### Routing congestion map

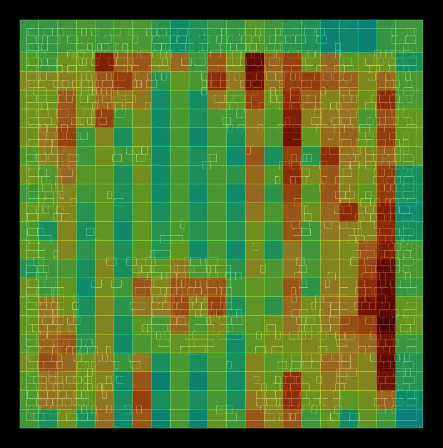
### Wiring by layer

Two of the layers only.
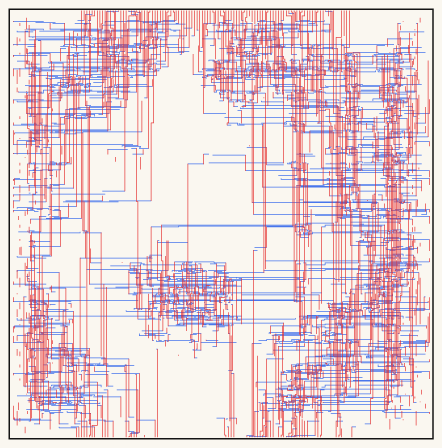
--- src/rtl/cpu_types_pkg.sv ---
// Shared CPU-side bus types: data word, RAM handshake state and the coherence bus FSM states.
package cpu_types_pkg;

  localparam int CPUS   = 2;
  localparam int WORD_W = 32;

  typedef logic [WORD_W-1:0] word_t;

  typedef enum logic [1:0] {
    FREE   = 2'd0,
    BUSY   = 2'd1,
    ACCESS = 2'd2,
    ERROR  = 2'd3
  } ramstate_t;

  typedef enum logic [2:0] {
    IDLE   = 3'd0,
    SNOOP  = 3'd1,
    XFER1  = 3'd2,
    XFER2  = 3'd3,
    RAMRD1 = 3'd4,
    RAMRD2 = 3'd5,
    RAMWR1 = 3'd6,
    RAMWR2 = 3'd7
  } busstate_t;

endpackage

--- src/rtl/bus_arbiter.sv ---
// Picks which cache owns the next bus transaction.
// Define BUS_RR_ARB_EN for round-robin on simultaneous requests; otherwise cache 0 always wins.
module bus_arbiter
  import cpu_types_pkg::*;
(
  input  logic            CLK,
  input  logic            RST,
  input  logic [CPUS-1:0] req,
  input  logic            txn_done,
  output logic            grant
);

`ifdef BUS_RR_ARB_EN
  logic rr_ptr;

  // The pointer flips on every return to IDLE, so the loser of a tie goes first next time.
  always_ff @(posedge CLK) begin
    if (RST) begin
      rr_ptr <= 1'b0;
    end else if (txn_done) begin
      rr_ptr <= ~rr_ptr;
    end
  end

  assign grant = (&req) ? rr_ptr : req[1];
`else
  logic unused_rr;

  assign unused_rr = CLK ^ RST ^ txn_done;
  assign grant     = req[1] & ~req[0];
`endif

endmodule

--- src/rtl/coherence_bus_ctrl.sv ---
// Responder end of a two-cache coherence bus: serves misses, writebacks and snoops one at a time.
// Arbitration mode is selected by the BUS_RR_ARB_EN macro inside bus_arbiter.
module coherence_bus_ctrl #(
  parameter int CPUS = 2
) (
  input  logic                               CLK,
  input  logic                               RST,
  input  logic [CPUS-1:0]                    dREN,
  input  logic [CPUS-1:0]                    dWEN,
  input  logic [CPUS-1:0]                    ccwrite,
  input  logic [CPUS-1:0]                    cctrans,
  input  cpu_types_pkg::word_t [CPUS-1:0]    daddr,
  input  cpu_types_pkg::word_t [CPUS-1:0]    dstore,
  output logic [CPUS-1:0]                    dwait,
  output cpu_types_pkg::word_t [CPUS-1:0]    dload,
  output logic [CPUS-1:0]                    ccwait,
  output logic [CPUS-1:0]                    ccinv,
  output cpu_types_pkg::word_t [CPUS-1:0]    ccsnoopaddr,
  output logic                               ramREN,
  output logic                               ramWEN,
  output cpu_types_pkg::word_t               ramaddr,
  output cpu_types_pkg::word_t               ramstore,
  input  cpu_types_pkg::word_t               ramload,
  input  cpu_types_pkg::ramstate_t           ramstate
);

  import cpu_types_pkg::*;

  busstate_t       state, next_state;
  logic            gnt_q;
  logic            arb_gnt;
  logic            g, o;
  logic [CPUS-1:0] req;
  logic            txn_done;
  logic            snoop_on;
  logic            abort;
  logic            ram_ok;

  assign req      = dREN | dWEN;
  assign g        = gnt_q;
  assign o        = ~gnt_q;
  assign txn_done = (state != IDLE) && (next_state == IDLE);
  assign snoop_on = (state == SNOOP) || (state == XFER1) || (state == XFER2) ||
                    (state == RAMRD1) || (state == RAMRD2);
  assign abort    = !dREN[g] && !dWEN[g];
  assign ram_ok   = (ramstate == ACCESS);

  bus_arbiter u_arb (
    .CLK      (CLK),
    .RST      (RST),
    .req      (req),
    .txn_done (txn_done),
    .grant    (arb_gnt)
  );

  // NOTE: state registers use non-blocking assignments so every flop samples pre-edge values.
  always_ff @(posedge CLK) begin
    if (RST) begin
      state <= IDLE;
      gnt_q <= 1'b0;
    end else begin
      state <= next_state;
      if (state == IDLE && |req) begin
        gnt_q <= arb_gnt;
      end
    end
  end

  // NOTE: every output gets a default before the case so no path infers a latch.
  always_comb begin
    next_state  = state;
    dwait       = '1;
    dload       = '0;
    ccwait      = '0;
    ccinv       = '0;
    ccsnoopaddr = '0;
    ramREN      = 1'b0;
    ramWEN      = 1'b0;
    ramaddr     = '0;
    ramstore    = '0;

    if (snoop_on) begin
      ccwait[o]      = 1'b1;
      ccsnoopaddr[o] = daddr[g];
      ccinv[o]       = ccwrite[g];
    end

    case (state)
      IDLE: begin
        // ccwait is always low in IDLE, so any write request here is a plain writeback.
        if (|req) begin
          next_state = dWEN[arb_gnt] ? RAMWR1 : SNOOP;
        end
      end

      SNOOP: begin
        next_state = dWEN[o] ? XFER1 : RAMRD1;
      end

      XFER1, XFER2: begin
        if (abort) begin
          next_state = IDLE;
        end else begin
          ramWEN   = 1'b1;
          ramaddr  = daddr[o];
          ramstore = dstore[o];
          dload[g] = dstore[o];
          if (ram_ok) begin
            dwait[g]   = 1'b0;
            dwait[o]   = 1'b0;
            next_state = (state == XFER1) ? XFER2 : IDLE;
          end
        end
      end

      RAMRD1, RAMRD2: begin
        if (abort) begin
          next_state = IDLE;
        end else begin
          ramREN   = 1'b1;
          ramaddr  = daddr[g];
          dload[g] = ramload;
          dwait[g] = !ram_ok;
          if (ram_ok) begin
            next_state = (state == RAMRD1) ? RAMRD2 : IDLE;
          end
        end
      end

      RAMWR1, RAMWR2: begin
        if (abort) begin
          next_state = IDLE;
        end else begin
          ramWEN   = 1'b1;
          ramaddr  = daddr[g];
          ramstore = dstore[g];
          dwait[g] = !ram_ok;
          if (ram_ok) begin
            next_state = (state == RAMWR1) ? RAMWR2 : IDLE;
          end
        end
      end

      default: next_state = IDLE;
    endcase
  end

  // A read grant must not land while the peer is mid-way through its own bus transaction.
  a_read_grant_peer_idle : assert property (
    @(posedge CLK) disable iff (RST)
      (state == IDLE && next_state == SNOOP) |-> !(cctrans[~arb_gnt] && req[~arb_gnt])
  );

endmodule

--- config.mk ---
export PLATFORM = sky130hd
export DESIGN_NAME = coherence_bus_ctrl
export DESIGN_NICKNAME = d
export VERILOG_FILES = /design/src/rtl/cpu_types_pkg.sv /design/src/rtl/bus_arbiter.sv /design/src/rtl/coherence_bus_ctrl.sv
export SDC_FILE = /design/constraint.sdc
export NUM_CORES = 1
export LEC_CHECK = 0
export CORE_AREA = 2 2 146 148
export CTS_CLUSTER_DIAMETER = 100
export DETAILED_ROUTE_END_ITERATION = 16
export DIE_AREA = 0 0 148 150
export GPL_TIMING_DRIVEN = 0
export PLACE_DENSITY = 0.64
export RECOVER_POWER = 50
export SLEW_MARGIN = 20
export SYNTH_ARGS = -nofsm -noshare
export SYNTH_HDL_FRONTEND = slang
export SYNTH_HIERARCHICAL = 1
export SYNTH_SLANG_ARGS = --single-unit
--- constraint.sdc ---
create_clock -name CLK -period 3.45 [get_ports CLK]
set_clock_uncertainty 0.2 [all_clocks]
set_input_delay 0.69 -clock CLK [delete_from_list [all_inputs] [get_ports CLK]]
set_output_delay 0.69 -clock CLK [all_outputs]
set_load 0.05 [all_outputs]
==> job_summary.md <==
## Synthesis and layout report

| Metric | Value |
|---|---|
| Fraction of layout cells with a size suffix above 1 | 27.9% |
| CTS Hold Bufs | 0 |
| Max-slew headroom | between 50 and 60% |
| Placed Instance Area | approximately 7500 µm² |
| P&R area growth vs syn | 121% |
| Die area | 22,200 µm² |
| Mapped Cells | 503 |
| Final min period | 3.41 ns |
| Die width | 148 µm |
| Max Buffers Root-to-Sink | 2 |
| Combinational share of power | between 90 and 100% |
| Number of port buffers | 369 |
| Largest net degree at the start of global routing | 11 |
| Vias/cell | 4.97 |
| # rows | 53 |
| Mapped Area | 3270 µm² |
| Global-route wire length before repair | 35.1 mm |
| TritonCTS buffer count | 3 |
| RSZ-0062 raised after global routing | yes |
| Sw frac | 66.3% |
| Outcome | completed |
| Critical path launch point type | flop |
| Accumulated negative setup slack | 0 ns |
| Yosys warning tally | 6 |
| Fin. Hold Viols | 0 |
| Max Cap Violations | 0 |
| Hold WC Path Type | reg -> reg |
| Switch Pwr | 3.54 mW |
| GP Congestion | 0.843 |
| Fin area | 7230 µm² |
| GRT overflow | 0 |
| Clock share of power | 3.3% |
| Met1 Use GR | 24.0% |
| Fp_density | 15.8% |
## Picture notes: 'Routing congestion map'
routed length per instance: 21.1 µm
Util after Layout: 34.9%
GR peak layer: met2

## Picture notes: 'Wiring by layer'
- red: M2 (wire length 12,100 µm)
- blue: M1 (wire length 9,660 µm)
DR vias: 5,722
Tot GR Track Use: 20.1%
Routed Wire Length: 24.3 mm

[flip-flops by register name, summed over array words and instances (netlist names)]
name	cells
g	1
state	3
[layer usage]
metal / part of all wire [%] / wire, µm / vias up
li1: - / - / 2671
met1: 40 / 9660 / 2708
met2: 50 / 12100 / 312
met3: 7.8 / 1890 / 31
met4: 2.8 / 671 / 0
met5: 0 / 0 / -
[critical path: stages, from the launching register on]
cell,delay [ns]
dfxtp_1,0.36
clkbuf_4,0.24
inv_1,0.13
ha_2,0.51
clkbuf_1,0.35
nor2b_1,0.29
clkdlybuf4s15_2,0.41
[metrics by stage]
stage / setup WS, ns / hold WS [ns]
finish: 0.0425 / 0.712
global route: -0.00555 / 0.772
CTS: -0.0855 / 0.710
detailed placement: -1.29 / 0.699
global placement: -1.31 / 0.692
floorplan: 0.152 / 0.562
[final cells by class]
type                    count  area (µm²)  area share, %
diodes                      1        2.50         0.0346
inverters                   4        15.0          0.208
repair buffers            375        3170           43.8
well taps                 275         344           4.76
flip-flops and latches      4        80.1           1.11
plain buffers              63         385           5.33
clock buffers               3        75.1           1.04
multi-input cells         426        3160           43.7
[what timing repair did]
action | CTS | global route
pin swaps | 1 | 1
setup buffers | 6 | 0
setup endpoints to repair | 200 | 154
gates resized | 726 | 129
[power groups by stage]
stage	clock network, mW	logic (mW)	registers (mW)
4_1_cts	0.182	5.06	0.0875
3_3_place_gp	0	5.28	0.0875
6_report	0.178	5.08	0.0883
2_1_floorplan	0	3.44	0.0785
5_1_grt	0.185	5.36	0.0908
3_5_place_dp	0	5.28	0.0875
[final timing paths]
kind / start / to / cells past startpoint
hold / removal: state[0] / state[0] / 5
setup reg to reg: state[2] / state[1] / 10
setup / recovery: state[2] / dload[12] / 6
hold reg to reg: state[0] / state[0] / 5
No activity file was given, so power comes from the tool's default toggle rates.
